### Gate-type map

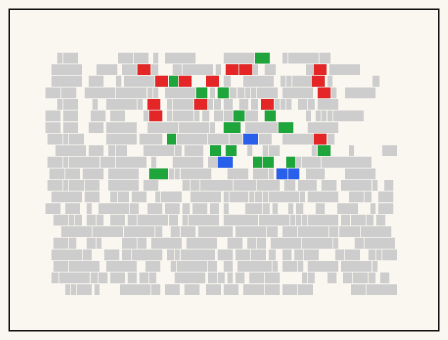
### Routed metal, one color a layer

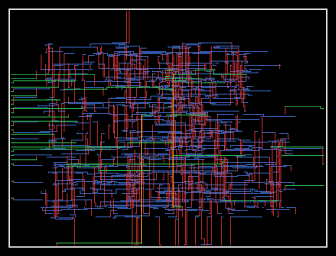
### Congestion heat map

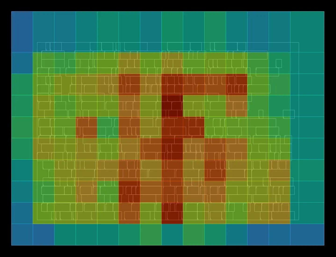
[src/rtl/seg7_scan_ctrl.sv]
`default_nettype none
// =============================================================================
// Module      : seg7_scan_ctrl
// Description : Time-multiplexed 7-segment scan controller with a double-
//               buffered digit word, a shared external decoder and anode
//               blanking between digits. Define SEG7_DP_EN to add per-digit
//               decimal-point ports (dp_in / dp_out).
// Revision    : 1.0
// =============================================================================
module seg7_scan_ctrl #(
    parameter int NUM_DIGITS   = 4,
    parameter int REFRESH_DIV  = 50000,
    parameter int BLANK_CYCLES = 4
) (
    input  logic                    clk,
    input  logic                    rst,
    input  logic                    load_valid,
    output logic                    load_ready,
    input  logic [4*NUM_DIGITS-1:0] load_data,
    input  logic [NUM_DIGITS-1:0]   digit_en,
    output logic [3:0]              nibble_out,
    input  logic [6:0]              seg_in,
    output logic [6:0]              seg_out,
    output logic [NUM_DIGITS-1:0]   an,
`ifdef SEG7_DP_EN
    input  logic [NUM_DIGITS-1:0]   dp_in,
    output logic                    dp_out,
`endif
    output logic                    frame_done
);

    localparam int c_CNT_MAX = (REFRESH_DIV > BLANK_CYCLES) ? REFRESH_DIV : BLANK_CYCLES;
    localparam int c_CNT_W   = $clog2(c_CNT_MAX + 1);
    localparam int c_IDX_W   = $clog2(NUM_DIGITS);
    localparam int c_WORD_W  = 4 * NUM_DIGITS;

    localparam logic [c_CNT_W-1:0] c_BLANK_LAST = c_CNT_W'(BLANK_CYCLES - 1);
    localparam logic [c_CNT_W-1:0] c_DRIVE_LAST = c_CNT_W'(REFRESH_DIV - 1);
    localparam logic [c_IDX_W-1:0] c_IDX_LAST   = c_IDX_W'(NUM_DIGITS - 1);

    typedef enum logic [1:0] {
        ST_OFF   = 2'd0,
        ST_BLANK = 2'd1,
        ST_DRIVE = 2'd2
    } state_t;

    state_t                  r_state;
    state_t                  w_state_nxt;
    logic [c_WORD_W-1:0]     r_active;
    logic [c_WORD_W-1:0]     r_pending;
    logic                    r_pend_full;
    logic [c_IDX_W-1:0]      r_idx;
    logic [c_IDX_W-1:0]      w_idx_nxt;
    logic [c_CNT_W-1:0]      r_cnt;
    logic [c_CNT_W-1:0]      w_cnt_nxt;
    logic [6:0]              r_seg;
    logic [NUM_DIGITS-1:0]   r_an;
    logic [NUM_DIGITS-1:0]   w_an_nxt;
    logic                    w_swap;
    logic                    w_seg_ld;
    logic                    w_xfer;

    assign load_ready = ~r_pend_full & ~rst;
    assign w_xfer     = load_valid & load_ready;
    assign nibble_out = r_active[{r_idx, 2'b00} +: 4];
    assign seg_out    = r_seg;
    assign an         = r_an;
    assign frame_done = w_swap & ~rst;

    // Pending word is promoted only from OFF or on the last DRIVE cycle of
    // the last digit, so the displayed word never changes mid-frame.
    always_comb begin
        w_state_nxt = r_state;
        w_idx_nxt   = r_idx;
        w_cnt_nxt   = r_cnt + c_CNT_W'(1);
        w_swap      = 1'b0;
        w_seg_ld    = 1'b0;
        case (r_state)
            ST_OFF: begin
                w_cnt_nxt = '0;
                if (r_pend_full) begin
                    w_swap      = 1'b1;
                    w_idx_nxt   = '0;
                    w_state_nxt = ST_BLANK;
                end
            end
            ST_BLANK: begin
                if (r_cnt == c_BLANK_LAST) begin
                    w_seg_ld    = 1'b1;
                    w_cnt_nxt   = '0;
                    w_state_nxt = ST_DRIVE;
                end
            end
            ST_DRIVE: begin
                if (r_cnt == c_DRIVE_LAST) begin
                    w_cnt_nxt   = '0;
                    w_state_nxt = ST_BLANK;
                    if (r_idx == c_IDX_LAST) begin
                        w_idx_nxt = '0;
                        w_swap    = r_pend_full;
                    end else begin
                        w_idx_nxt = r_idx + c_IDX_W'(1);
                    end
                end
            end
            default: begin
                w_cnt_nxt   = '0;
                w_state_nxt = ST_OFF;
            end
        endcase
    end

    // Anodes are registered from next-state so they line up with r_state.
    always_comb begin
        w_an_nxt = '1;
        if (w_state_nxt == ST_DRIVE && digit_en[w_idx_nxt]) begin
            w_an_nxt[w_idx_nxt] = 1'b0;
        end
    end

    always_ff @(posedge clk) begin
        if (rst) begin
            r_state     <= ST_OFF;
            r_active    <= '0;
            r_pending   <= '0;
            r_pend_full <= 1'b0;
            r_idx       <= '0;
            r_cnt       <= '0;
            r_seg       <= 7'h00;
            r_an        <= '1;
        end else begin
            r_state <= w_state_nxt;
            r_idx   <= w_idx_nxt;
            r_cnt   <= w_cnt_nxt;
            r_an    <= w_an_nxt;
            if (w_xfer) begin
                r_pending   <= load_data;
                r_pend_full <= 1'b1;
            end else if (w_swap) begin
                r_pend_full <= 1'b0;
            end
            if (w_swap) begin
                r_active <= r_pending;
            end
            if (w_seg_ld) begin
                r_seg <= seg_in;
            end
        end
    end

`ifdef SEG7_DP_EN
    logic [NUM_DIGITS-1:0] r_dp_pend;
    logic [NUM_DIGITS-1:0] r_dp_act;
    logic                  r_dp_out;

    assign dp_out = r_dp_out;

    always_ff @(posedge clk) begin
        if (rst) begin
            r_dp_pend <= '0;
            r_dp_act  <= '0;
            r_dp_out  <= 1'b0;
        end else begin
            if (w_xfer) begin
                r_dp_pend <= dp_in;
            end
            if (w_swap) begin
                r_dp_act <= r_dp_pend;
            end
            if (w_seg_ld) begin
                r_dp_out <= r_dp_act[r_idx];
            end else if (w_state_nxt != ST_DRIVE) begin
                r_dp_out <= 1'b0;
            end
        end
    end
`endif

endmodule
`default_nettype wire

[config.mk]
export PLATFORM = sky130hd
export DESIGN_NAME = seg7_scan_ctrl
export DESIGN_NICKNAME = d
export VERILOG_FILES = /design/src/rtl/seg7_scan_ctrl.sv
export SDC_FILE = /design/constraint.sdc
export NUM_CORES = 1
export LEC_CHECK = 0
export CAP_MARGIN = 10
export CORE_ASPECT_RATIO = 0.7
export CORE_MARGIN = 8
export CORE_UTILIZATION = 57
export DETAILED_ROUTE_END_ITERATION = 8
export GPL_TIMING_DRIVEN = 0
export PLACE_DENSITY = 0.85
export SLEW_MARGIN = 25
export SYNTH_ARGS = -nofsm -noshare
export SYNTH_HDL_FRONTEND = slang
export SYNTH_SLANG_ARGS = --single-unit
[constraint.sdc]
create_clock -name clk -period 7.9 [get_ports clk]
set_clock_uncertainty 0.2 [all_clocks]
set_input_delay 0.79 -clock clk [delete_from_list [all_inputs] [get_ports clk]]
set_output_delay 0.79 -clock clk [all_outputs]
set_load 0.02 [all_outputs]
==> results.json <==
{
  "status": "finished, final reports clean",
  "io_pins": 47,
  "synth_cell_types": 45,
  "core_area_sq_um": 4810,
  "vdd_drop_max_mv": 0.123,
  "cts-hold-fix-buffers": 0,
  "setup_tns_ns": 0,
  "ys_sh_mux": 0.121,
  "min_period_ns": 4.13,
  "buffers_excl_clock": 63,
  "ys_seq_share": 0.449,
  "cts_tree": "done",
  "syn_avg_cell_area_sq_um": 9.82,
  "clk_share": 0.0513,
  "floorplan.core_util": 0.594,
  "comb_share": 0.399,
  "drtPass1Iterations": 4,
  "setup_viol": 0,
  "clk-power_mw": 0.257,
  "gp_congestion": 0.843,
  "inverters": 6,
  "endpoint_kind": "output port",
  "flop-count": 64,
  "cts_buffers": 9,
  "die-area_sq_um": 7570,
  "hold_viol": 0,
  "seq_area_frac": 0.357,
  "yosys.area.top_type": "dfxtp_1",
  "synth-xor-area-share": 0.0429,
  "grt_overflow": 0,
  "power_frac_comb": 0.099,
  "netlist_top_cells_area": "dfxtp_1 (45%), mux2i_1 (8.4%), nand2b_1 (7.2%)",
  "fin_crit_sh": 0.523,
  "diodes": 0,
  "antenna_left": 0,
  "cts_sinks": 64,
  "rsz0062_at_grt": "no",
  "hold_ws_ns": 0.271,
  "grt_pass1_wl_microns": 11000,
  "port_buffers": 46,
  "synth-simple-area-share": 0.246,
  "seq_area_sq_um": 1280,
  "crit_type": "flop to output port",
  "clock_latency_ns": 0.35,
  "cap_violations": 0,
  "start_kind": "flop",
  "syn_area_sq_um": 2860,
  "warnings": 29,
  "chipHeight_microns": 75.2,
  "cts.repair.resized": 0,
  "clockBufferDepth": 2,
  "crit_required_ns": 6.91,
  "yosys-stat-cells": 291,
  "pwr-share-seq": 0.512,
  "synth_dominant_cell_count": "dfxtp_1",
  "async_flop_share": 0,
  "via_count": 2181,
  "h-tree-depth": 3,
  "cp-startpoint": "r_cnt[7]",
  "synth-edff-count": 0,
  "hp-class": "flop to flop",
  "power.share.clock": 0.389,
  "area_delta_synth_final_pct": 25.6,
  "drc": 0,
  "clkSlewWorstSetupHoldPaths_ns": 0.07,
  "grt_usage": 0.190,
  "p_per_area_nw_per_um2": 184,
  "cp_data_arrival_time_ns": 3.14,
  "yosys_warnings": 0,
  "ff_type": "dfxtp_1",
  "slew_viol_final": 0,
  "comb_power_mw": 0.0653
}
Back to the opening pictures, 'Gate-type map':
legend:
  and/or cells:
    color: green
    cells: 16
    where: middle
  xor and xnor cells:
    color: red
    cells: 14
    where: top middle
  non-inverting ao/oa cells:
    color: blue
    cells: 4
    where: middle

Back to the opening pictures, 'Routed metal, one color a layer':
legend:
  M4:
    color: orange
    wire_length: 83.0 microns
  M1:
    color: blue
    wire_length: 3060 microns
  M2:
    color: red
    wire_length: 2520 microns
  M3:
    color: green
    wire_length: 600 microns

Back to the opening pictures, 'Congestion heat map':
routed wire length per instance: 14.9 microns
global routing usage on met1: 0.244

[layer usage]
layer	GRT usage	wire length, microns	vias to the layer above
met5	0	0	-
met4	0.0817	82	0
met3	0.0859	599	8
met2	0.268	2520	61
met1	0.244	3060	996
li1	-	-	1116
[through the flow]
step	worst slack [ns]	total power, mW	utilization	instance area [sq um]	instances
floorplan	4.68	0.382	-	2860	291
global placement	4.16	0.408	0.708	3400	406
finish	3.77	0.661	0.746	3590	422
detailed placement	4.16	0.410	0.708	3400	406
CTS	3.75	0.668	0.746	3590	422
global route	3.65	0.688	0.746	3590	422
[registers in the layout, summed over array words and instances, names as in the netlist]
name,flops
r_active,16
r_cnt,16
r_pending,16
seg_out,7
an,4
r_idx,2
r_state,2
r_pend_full,1
[layout by cell type (no fill, tap or decap), types with 2 or more instances in the layout]
master	instances
xor2_1	7
mux2i_1	24
ha_1	6
and3_1	2
nand4_1	6
dfxtp_1	64
nand2b_1	33
o41ai_1	2
or4_1	5
xnor2_1	7
clkbuf_1	10
buf_2	2
nor2_1	34
and2_1	2
nand3_1	8
clkdlybuf4s50_1	46
nor3_1	4
clkbuf_8	12
buf_4	2
nand3b_1	2
clkinvlp_4	2
mux4_2	4
inv_1	6
nand2_1	22
o21ai_0	17
[worst max-delay path: stages, from the launching register on]
cell             delay (ns)
dfxtp_1                0.35
or4_1                  0.52
buf_2                  0.18
or4_4                  0.53
nor2_1                 0.11
o21a_1                 0.11
buf_4                  0.19
nor2b_1                0.16
clkdlybuf4s50_1        0.62
[worst paths after layout]
path | endpoint | slack [ns] | cells after the start
min reg2reg | r_cnt[0] | 0.27 | 1
max | frame_done | 3.77 | 8
min | r_cnt[0] | 0.27 | 1
max reg2reg | an[3] | 4.98 | 6
Power and IR drop assume default switching activity.
